Run 1, signal metal coverage by tile:
The bar under the picture is 50 µm long. 34 x 34 tiles, from black (low) to pale yellow (high), scaled to the fullest tile. Values are wire area over tile area, all layers added.
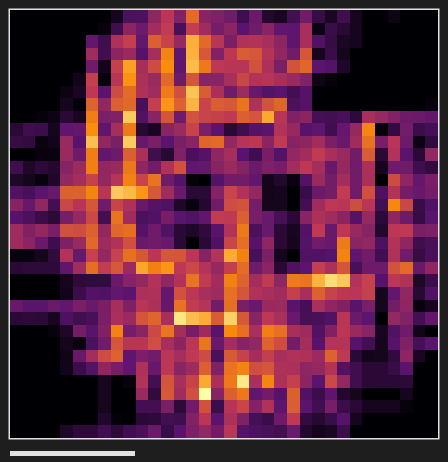
Run 1, local utilization:
The bar under the picture is 50 µm long. 17 x 17 tiles, from black (low) to pale yellow (high), 0 to 100% covered.
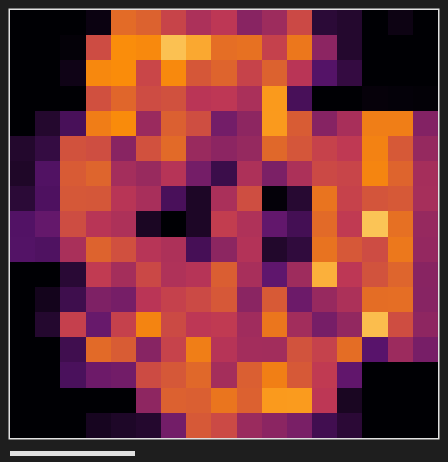
Run 1, routing congestion:
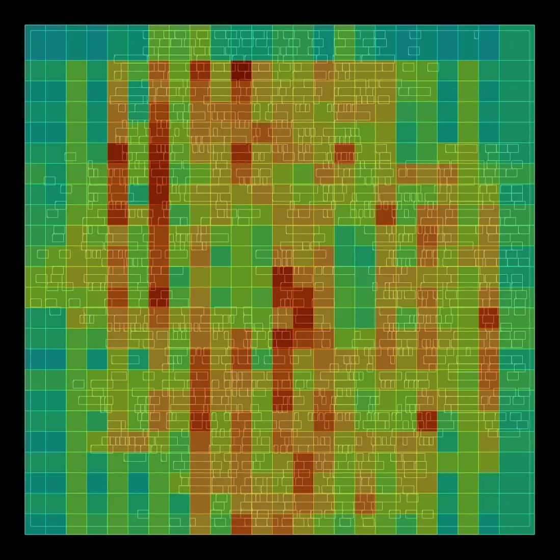
Run 1, M1 wires:
The bar under the picture is 50 µm long.
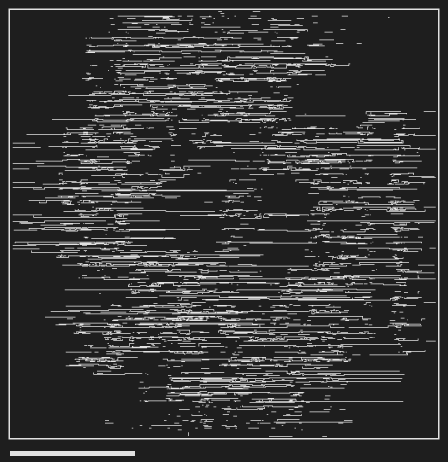
[src/rtl/cfgreg_mc_if.sv]
// APB slave bundle for the multi-core configuration register block.
interface cfgreg_mc_if;
    logic        psel;
    logic        penable;
    logic        pwrite;
    logic [31:0] paddr;
    logic [31:0] pwdata;
    logic [31:0] prdata;
    logic        pready;
    logic        pslverr;

    modport master (
        output psel, penable, pwrite, paddr, pwdata,
        input  prdata, pready, pslverr
    );

    modport slave (
        input  psel, penable, pwrite, paddr, pwdata,
        output prdata, pready, pslverr
    );
endinterface

[src/rtl/cfgreg_mc.sv]
// Multi-core APB configuration registers: boot vectors, DDR offset, sticky lock, scratch
// registers, and a sequencer that releases core resets one at a time.
module cfgreg_mc #(
    parameter int              NCORE       = 2,
    parameter int              XLEN        = 32,
    parameter int              RST_DLY     = 16,
    parameter logic [XLEN-1:0] BOOTVEC_RST = '0,
    parameter logic [31:0]     DDROFF_RST  = 32'h2000_0000
) (
    input  logic                  clk,
    input  logic                  rst,
    cfgreg_mc_if.slave            apb_intf,
    output logic [NCORE*XLEN-1:0] core_bootvec,
    output logic [31:0]           ddr_offset,
    output logic [NCORE-1:0]      core_rstn,
    output logic                  seq_busy
);
    localparam int CW = $clog2(RST_DLY + 1);
    localparam int TW = (NCORE > 1) ? $clog2(NCORE) : 1;

    typedef enum logic [3:0] {
        SEL_NONE, SEL_RSTREQ, SEL_RSTSTAT, SEL_DDROFF, SEL_LOCK,
        SEL_RSV0, SEL_RSV1, SEL_BOOTLO, SEL_BOOTHI
    } sel_t;

    typedef enum logic {IDLE, COUNT} state_t;

    logic [XLEN-1:0]  bootvec [NCORE];
    logic [NCORE-1:0] req;
    logic             lock;
    logic [31:0]      rsv0;
    logic [31:0]      rsv1;
    logic [31:0]      prdata_q;
    logic             err_q;

    state_t           state;
    state_t           state_nx;
    logic [CW-1:0]    cnt;
    logic [CW-1:0]    cnt_nx;
    logic [TW-1:0]    tgt;
    logic [TW-1:0]    tgt_nx;
    logic [NCORE-1:0] rstn_nx;
    logic [NCORE-1:0] pending;
    logic             tgt_req;

    sel_t             sel;
    logic [11:0]      addr;
    logic [4:0]       idx;
    logic [XLEN-1:0]  cur_bv;
    logic             err;
    logic [31:0]      rdata;
    logic             setup;
    logic             wr_ok;
    logic             unused_addr;

    assign addr        = apb_intf.paddr[11:0];
    assign idx         = addr[7:3];
    assign setup       = apb_intf.psel & ~apb_intf.penable;
    assign wr_ok       = setup & apb_intf.pwrite & ~err;
    assign unused_addr = ^apb_intf.paddr[31:12];

    // NOTE: every variable gets a default before the case so no path leaves it unassigned and no latch is inferred.
    always_comb begin
        sel = SEL_NONE;
        if (addr[1:0] == 2'b00) begin
            case (addr)
                12'h000: sel = SEL_RSTREQ;
                12'h004: sel = SEL_RSTSTAT;
                12'h008: sel = SEL_DDROFF;
                12'h00C: sel = SEL_LOCK;
                12'h010: sel = SEL_RSV0;
                12'h014: sel = SEL_RSV1;
                default: begin
                    if (addr[11:8] == 4'h1 && 32'(idx) < NCORE) begin
                        if (!addr[2])        sel = SEL_BOOTLO;
                        else if (XLEN == 64) sel = SEL_BOOTHI;
                    end
                end
            endcase
        end
    end

    always_comb begin
        cur_bv = '0;
        for (int i = 0; i < NCORE; i++)
            if (idx == 5'(i)) cur_bv = bootvec[i];
    end

    // Boot vectors and DDR offset are frozen by the lock; everything else ignores it.
    always_comb begin
        err   = 1'b0;
        rdata = '0;
        case (sel)
            SEL_RSTREQ:  rdata = 32'(req);
            SEL_RSTSTAT: begin
                err   = apb_intf.pwrite;
                rdata = 32'(core_rstn);
            end
            SEL_DDROFF:  begin
                err   = apb_intf.pwrite & lock;
                rdata = ddr_offset;
            end
            SEL_LOCK:    rdata = {31'b0, lock};
            SEL_RSV0:    rdata = rsv0;
            SEL_RSV1:    rdata = rsv1;
            SEL_BOOTLO:  begin
                err   = apb_intf.pwrite & lock;
                rdata = cur_bv[31:0];
            end
            SEL_BOOTHI:  begin
                err   = apb_intf.pwrite & lock;
                rdata = cur_bv[XLEN-1 -: 32];
            end
            default:     err = 1'b1;
        endcase
    end

    always_ff @(posedge clk) begin
        if (rst) begin
            state <= IDLE;
            cnt   <= '0;
            tgt   <= '0;
        end else begin
            state <= state_nx;
            cnt   <= cnt_nx;
            tgt   <= tgt_nx;
        end
    end

    always_comb begin
        state_nx = state;
        cnt_nx   = cnt;
        tgt_nx   = tgt;
        rstn_nx  = core_rstn;
        pending  = req & ~core_rstn;
        tgt_req  = 1'b0;
        for (int i = 0; i < NCORE; i++)
            if (tgt == TW'(i)) tgt_req = req[i];

        case (state)
            IDLE: begin
                if (|pending) begin
                    state_nx = COUNT;
                    cnt_nx   = CW'(RST_DLY - 1);
                    for (int i = NCORE - 1; i >= 0; i--)
                        if (pending[i]) tgt_nx = TW'(i);
                end
            end
            COUNT: begin
                if (!tgt_req) begin
                    state_nx = IDLE;
                end else if (cnt == '0) begin
                    state_nx = IDLE;
                    for (int i = 0; i < NCORE; i++)
                        if (tgt == TW'(i)) rstn_nx[i] = 1'b1;
                end else begin
                    cnt_nx = cnt - CW'(1);
                end
            end
        endcase

        // Applied after the release so an assertion on the same edge wins.
        if (wr_ok && sel == SEL_RSTREQ)
            rstn_nx = rstn_nx & apb_intf.pwdata[NCORE-1:0];
    end

    // NOTE: sequential state uses non-blocking assignments so every register samples pre-edge values.
    always_ff @(posedge clk) begin
        if (rst) begin
            // NOTE: the boot vector array is reset element by element because its reset value is architectural.
            for (int i = 0; i < NCORE; i++) bootvec[i] <= BOOTVEC_RST;
            req        <= '0;
            core_rstn  <= '0;
            ddr_offset <= DDROFF_RST;
            lock       <= 1'b0;
            rsv0       <= '0;
            rsv1       <= '0;
            prdata_q   <= '0;
            err_q      <= 1'b0;
        end else begin
            core_rstn <= rstn_nx;
            if (setup) begin
                err_q    <= err;
                prdata_q <= (err || apb_intf.pwrite) ? '0 : rdata;
            end
            if (wr_ok) begin
                case (sel)
                    SEL_RSTREQ: req        <= apb_intf.pwdata[NCORE-1:0];
                    SEL_DDROFF: ddr_offset <= apb_intf.pwdata;
                    SEL_LOCK:   lock       <= lock | apb_intf.pwdata[0];
                    SEL_RSV0:   rsv0       <= apb_intf.pwdata;
                    SEL_RSV1:   rsv1       <= apb_intf.pwdata;
                    SEL_BOOTLO: begin
                        for (int i = 0; i < NCORE; i++)
                            if (idx == 5'(i)) bootvec[i][31:0] <= apb_intf.pwdata;
                    end
                    SEL_BOOTHI: begin
                        for (int i = 0; i < NCORE; i++)
                            if (idx == 5'(i)) bootvec[i][XLEN-1 -: 32] <= apb_intf.pwdata;
                    end
                    default: ;
                endcase
            end
        end
    end

    for (genvar g = 0; g < NCORE; g++) begin : g_bootvec
        assign core_bootvec[g*XLEN +: XLEN] = bootvec[g];
    end

    assign seq_busy         = (state == COUNT);
    assign apb_intf.pready  = 1'b1;
    assign apb_intf.prdata  = prdata_q;
    assign apb_intf.pslverr = err_q;
endmodule

[src/flat_wrapper.sv]
// flat-port wrapper written by rule: the top's interface ports become plain ports
module cfgreg_mc_flat 
#(
    parameter int              NCORE       = 2,
    parameter int              XLEN        = 32,
    parameter int              RST_DLY     = 16,
    parameter logic [XLEN-1:0] BOOTVEC_RST = '0,
    parameter logic [31:0]     DDROFF_RST  = 32'h2000_0000
)
  (clk, rst, core_bootvec, ddr_offset, core_rstn, seq_busy, apb_intf_psel, apb_intf_penable, apb_intf_pwrite, apb_intf_paddr, apb_intf_pwdata, apb_intf_prdata, apb_intf_pready, apb_intf_pslverr);
  cfgreg_mc_if apb_intf_i ();
  input  logic clk;
  input  logic rst;
  output logic [NCORE*XLEN-1:0] core_bootvec;
  output logic [31:0] ddr_offset;
  output logic [NCORE-1:0] core_rstn;
  output logic seq_busy;
  input wire logic [$bits(apb_intf_i.psel)-1:0] apb_intf_psel;
  input wire logic [$bits(apb_intf_i.penable)-1:0] apb_intf_penable;
  input wire logic [$bits(apb_intf_i.pwrite)-1:0] apb_intf_pwrite;
  input wire logic [$bits(apb_intf_i.paddr)-1:0] apb_intf_paddr;
  input wire logic [$bits(apb_intf_i.pwdata)-1:0] apb_intf_pwdata;
  output wire logic [$bits(apb_intf_i.prdata)-1:0] apb_intf_prdata;
  output wire logic [$bits(apb_intf_i.pready)-1:0] apb_intf_pready;
  output wire logic [$bits(apb_intf_i.pslverr)-1:0] apb_intf_pslverr;
  assign apb_intf_i.psel = apb_intf_psel;
  assign apb_intf_i.penable = apb_intf_penable;
  assign apb_intf_i.pwrite = apb_intf_pwrite;
  assign apb_intf_i.paddr = apb_intf_paddr;
  assign apb_intf_i.pwdata = apb_intf_pwdata;
  assign apb_intf_prdata = apb_intf_i.prdata;
  assign apb_intf_pready = apb_intf_i.pready;
  assign apb_intf_pslverr = apb_intf_i.pslverr;
  cfgreg_mc #(.NCORE(NCORE), .XLEN(XLEN), .RST_DLY(RST_DLY), .BOOTVEC_RST(BOOTVEC_RST), .DDROFF_RST(DDROFF_RST)) u_core (.clk(clk), .rst(rst), .apb_intf(apb_intf_i), .core_bootvec(core_bootvec), .ddr_offset(ddr_offset), .core_rstn(core_rstn), .seq_busy(seq_busy));
endmodule
[config.mk]
export PLATFORM = sky130hd
export DESIGN_NAME = cfgreg_mc_flat
export DESIGN_NICKNAME = d
export VERILOG_FILES = /design/src/rtl/cfgreg_mc_if.sv /design/src/rtl/cfgreg_mc.sv /design/src/flat_wrapper.sv
export SDC_FILE = /design/constraint.sdc
export NUM_CORES = 1
export LEC_CHECK = 0
export CAP_MARGIN = 20
export CORE_MARGIN = 1.5
export CORE_UTILIZATION = 30
export DETAILED_ROUTE_END_ITERATION = 12
export SYNTH_ARGS = -nofsm -noshare
export SYNTH_HDL_FRONTEND = slang
export SYNTH_SLANG_ARGS = --single-unit
[constraint.sdc]
create_clock -name clk -period 3.4 [get_ports clk]
set_input_delay 0.68 -clock clk [delete_from_list [all_inputs] [get_ports clk]]
set_output_delay 0.68 -clock clk [all_outputs]
set_load 0.05 [all_outputs]
==> out/metrics.csv, run 1 <==
metric;value;unit
status;finished clean;
RSZ-0062 raised after global routing;false;
CTS tree;yes;
critical hold path startpoint;u_core.rsv1[7];
crit-path max FO;14;
Late-Pin Clk Latency;0.51;ns
area fraction in xor and xnor cells;0.208;%
Pins Over Slew Limit;0;
Dominant cell area share;33.5;%
flop-to-flop setup slack;1.36;ns
comb_multi_in;595;
AND/OR/NAND/NOR Cells, Area Fraction;16.7;%
crit end category;flop;
post-route design area;11500;µm²
cell count of the worst hold path;2;
number of tapcells;378;
cell area power density;483;nW/µm²
Synth Flop Type;dfxtp_1;
Adder Share, Synth;0.149;%
Flop pwr share;46.7;%
setup ws final;0.718;ns
met3 routed WL;1160;µm
commonest cells in the synthesized netlist;197 x nand2_1, 141 x dfxtp_1, 130 x a21oi_1;
clk slew on worst S/H paths;0.06;ns
Top delay family on crit path;simple AND/OR/NAND/NOR gates;
final setup fails;0;
Synth Cell Area;8420;µm²
Distinct cells, synth;46;
slowest CP cell;or4_4;
quantity of gates resized following cts;0;
number of cells on the worst reg-to-reg path;7;
Back to the opening pictures, 'signal metal coverage by tile':
The fullest tile reaches 0.48. 18% of the tiles are nearly empty. The mean over all tiles is 0.14. 19% of the tiles are over half the peak.
Tot GR Track Use: 17.6%
via count: 6890

Back to the opening pictures, 'local utilization':
The mean over all tiles is 38%. 18% of the tiles are nearly empty. The emptiest ninth of the die: south-west. 3.5% of the tiles are over 75% full.
total core area: 27700 µm²
final core occ: 41.4%
Initial Util: 30.4%

Back to the opening pictures, 'routing congestion':
WL/cell: 18.1 µm
met1 GRT Util: 22.2%
met3 Use GR: 3.19%
met2 usage in global routing: 30.5%

Back to the opening pictures, 'M1 wires':
998 nets have wire on it. The layer carries 11600 µm of wire.
final WL: 26000 µm

Run 1, M2 wires:
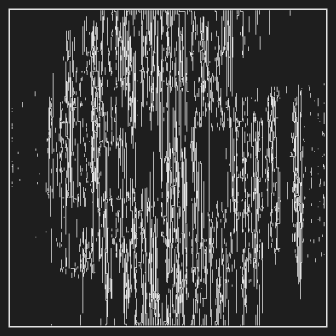

==> inputs of run 2 (changes only) <==
==> constraint.sdc (replaced) <==
create_clock -name clk -period 2.27 [get_ports clk]
set_input_delay 0.454 -clock clk [delete_from_list [all_inputs] [get_ports clk]]
set_output_delay 0.454 -clock clk [all_outputs]
set_load 0.05 [all_outputs]
Run 2, M2 wires:
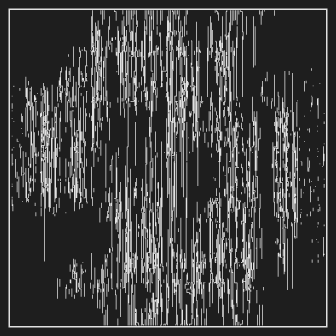
The layer holds 48% of the routed length. The layer carries 12700 µm of wire.
via count: 7007
final WL: 26300 µm
met2 usage in global routing: 30.8%

==> run 2 against run 1 <==
Register-to-register slack got worse by 0.94 ns. Via count increased by 1.7%. First-iteration DRC count decreased by 2.3%. Synthesized area unchanged. Hold slack about the same. Power increased by 49%. Critical path depth unchanged. Utilization increased by 1.2 points. Critical path type unchanged. Largest power group unchanged.
==> out/metrics.csv, run 2 <==
metric;value;unit;change
status;finished clean;;
area fraction in xor and xnor cells;0.208;%;unchanged
Adder Share, Synth;0.149;%;unchanged
number of cells on the worst reg-to-reg path;7;;unchanged
number of tapcells;378;;unchanged
Synth Cell Area;8420;µm²;unchanged
Synth Flop Type;dfxtp_1;;
critical hold path startpoint;u_core.rsv0[16];;
met3 Use GR;2.98;%;-0.21 points
final core occ;42.6;%;+1.2 points
TritonRoute pass-1 iters;5;;
met1 GRT Util;23.0;%;+0.82 points
mux share of post-synthesis cell area;8.34;%;
met3 routed WL;1400;µm;+21%
final setup fails;0;;unchanged
quantity of gates resized following cts;0;;unchanged
comb_multi_in;595;;unchanged
Seq. pwr;3.88;mW;
crit end category;flop;;
Dominant cell area share;33.5;%;unchanged
Initial Util;30.4;%;unchanged
post-route design area;11800;µm²;+2.8%
clk slew on worst S/H paths;0.06;ns;about the same
pre-CTS setup slack;-0.480;ns;
cell count of the worst hold path;2;;unchanged
total core area;27700;µm²;unchanged
crit-path max FO;11;;-3
AND/OR/NAND/NOR Cells, Area Fraction;16.7;%;unchanged
Top delay family on crit path;simple AND/OR/NAND/NOR gates;;
worst vdd ir;449;µV;
CTS tree;yes;;
Pins Over Slew Limit;0;;unchanged
Top Ports;202;;
Late-Pin Clk Latency;0.52;ns;about the same
flop-to-flop setup slack;0.42;ns;-0.94 ns
critical path startpoint category;input pin;;
Tot GR Track Use;17.8;%;+0.26 points
Distinct cells, synth;46;;unchanged
commonest cells in the synthesized netlist;197 x nand2_1, 141 x dfxtp_1, 130 x a21oi_1;;
Layout clock area frac;6.05;%;
routability cong.;0.776;;
slowest CP cell;or4_4;;
cell area power density;699;nW/µm²;+45%
antenna violations before repair;0;;
Flop pwr share;47.1;%;+0.4 points
Rel. slew slack;39.1;%;
Run 2, local utilization:
The bar under the picture is 50 µm long. 17 x 17 tiles, from black (low) to pale yellow (high), 0 to 100% covered.
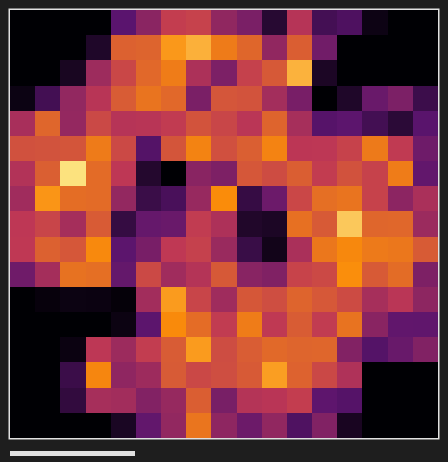
3.8% of the tiles are over 75% full. The emptiest ninth of the die: south-west. The fullest tile reaches 94%.

Run 2, M1 wires:
The bar under the picture is 50 µm long.
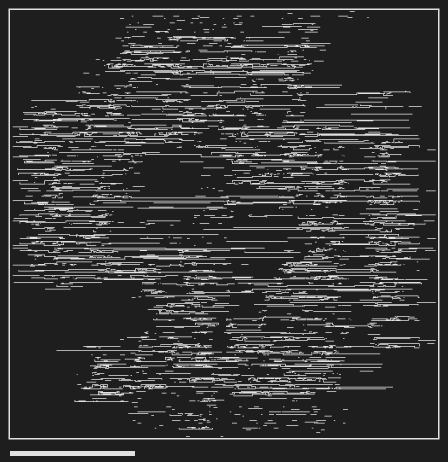

==> inputs of run 3 (changes only) <==
--- a/config.mk
+++ b/config.mk
@@ -9,6 +9,7 @@
 export CORE_MARGIN = 1.5
 export CORE_UTILIZATION = 30
 export DETAILED_ROUTE_END_ITERATION = 12
+export SLEW_MARGIN = 5
 export SYNTH_ARGS = -nofsm -noshare
 export SYNTH_HDL_FRONTEND = slang
 export SYNTH_SLANG_ARGS = --single-unit
==> constraint.sdc (replaced) <==
create_clock -name clk -period 2.9 [get_ports clk]
set_input_delay 0.58 -clock clk [delete_from_list [all_inputs] [get_ports clk]]
set_output_delay 0.58 -clock clk [all_outputs]
set_load 0.05 [all_outputs]
Run 3, M1 wires:
The bar under the picture is 50 µm long.
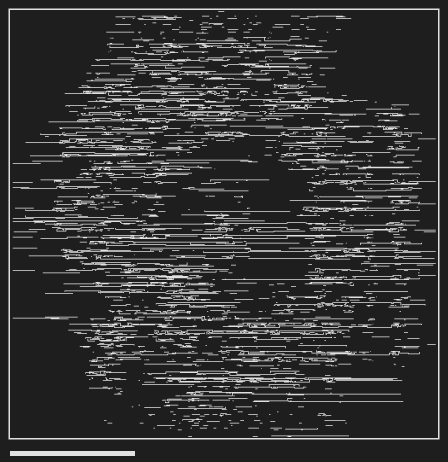
996 nets have wire on it. The longest straight run is 59.3 µm.
met1 GRT Util: 21.6%
final WL: 25700 µm

==> run 3 against run 2 <==
Synthesized cell count is the same. Cell area shrank 1.6%. Critical path depth shrank 1. Critical endpoint is now u_core.bootvec[0][37]. Largest cell class unchanged. Largest power group unchanged.
==> out/metrics.csv, run 3 <==
metric;value;unit;change
flop-to-flop setup slack;0.86;ns;+0.44 ns
met2 usage in global routing;30.8;%;unchanged
critical hold path startpoint;u_core.rsv0[19];;
Flop pwr share;46.1;%;-1.0 points
Initial Util;30.4;%;unchanged
met3 routed WL;1470;µm;+4.9%
pre-CTS setup slack;-0.0116;ns;+0.468 ns
crit end category;flop;;
Top Ports;202;;unchanged
critical path startpoint category;input pin;;
worst vdd ir;340;µV;-24%
comb_multi_in;595;;unchanged
slowest CP cell;or4_4;;
post-route design area;11600;µm²;-1.6%
Adder Share, Synth;0.149;%;unchanged
area fraction in xor and xnor cells;0.208;%;unchanged
Dominant cell area share;33.5;%;unchanged
Rel. slew slack;45.9;%;+6.8 points
commonest cells in the synthesized netlist;197 x nand2_1, 141 x dfxtp_1, 130 x a21oi_1;;
status;finished clean;;
Layout clock area frac;6.66;%;+0.62 points
CTS tree;yes;;
Run 3, local utilization:
The bar under the picture is 50 µm long. 17 x 17 tiles, from black (low) to pale yellow (high), 0 to 100% covered.
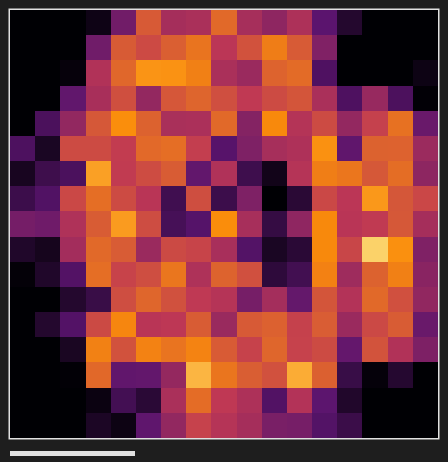
The emptiest ninth of the die: south-west. The mean over all tiles is 38%. 4.2% of the tiles are over 75% full. 16% of the tiles are nearly empty. The fullest tile reaches 90%.

Power is estimated from default activity; no workload was simulated.
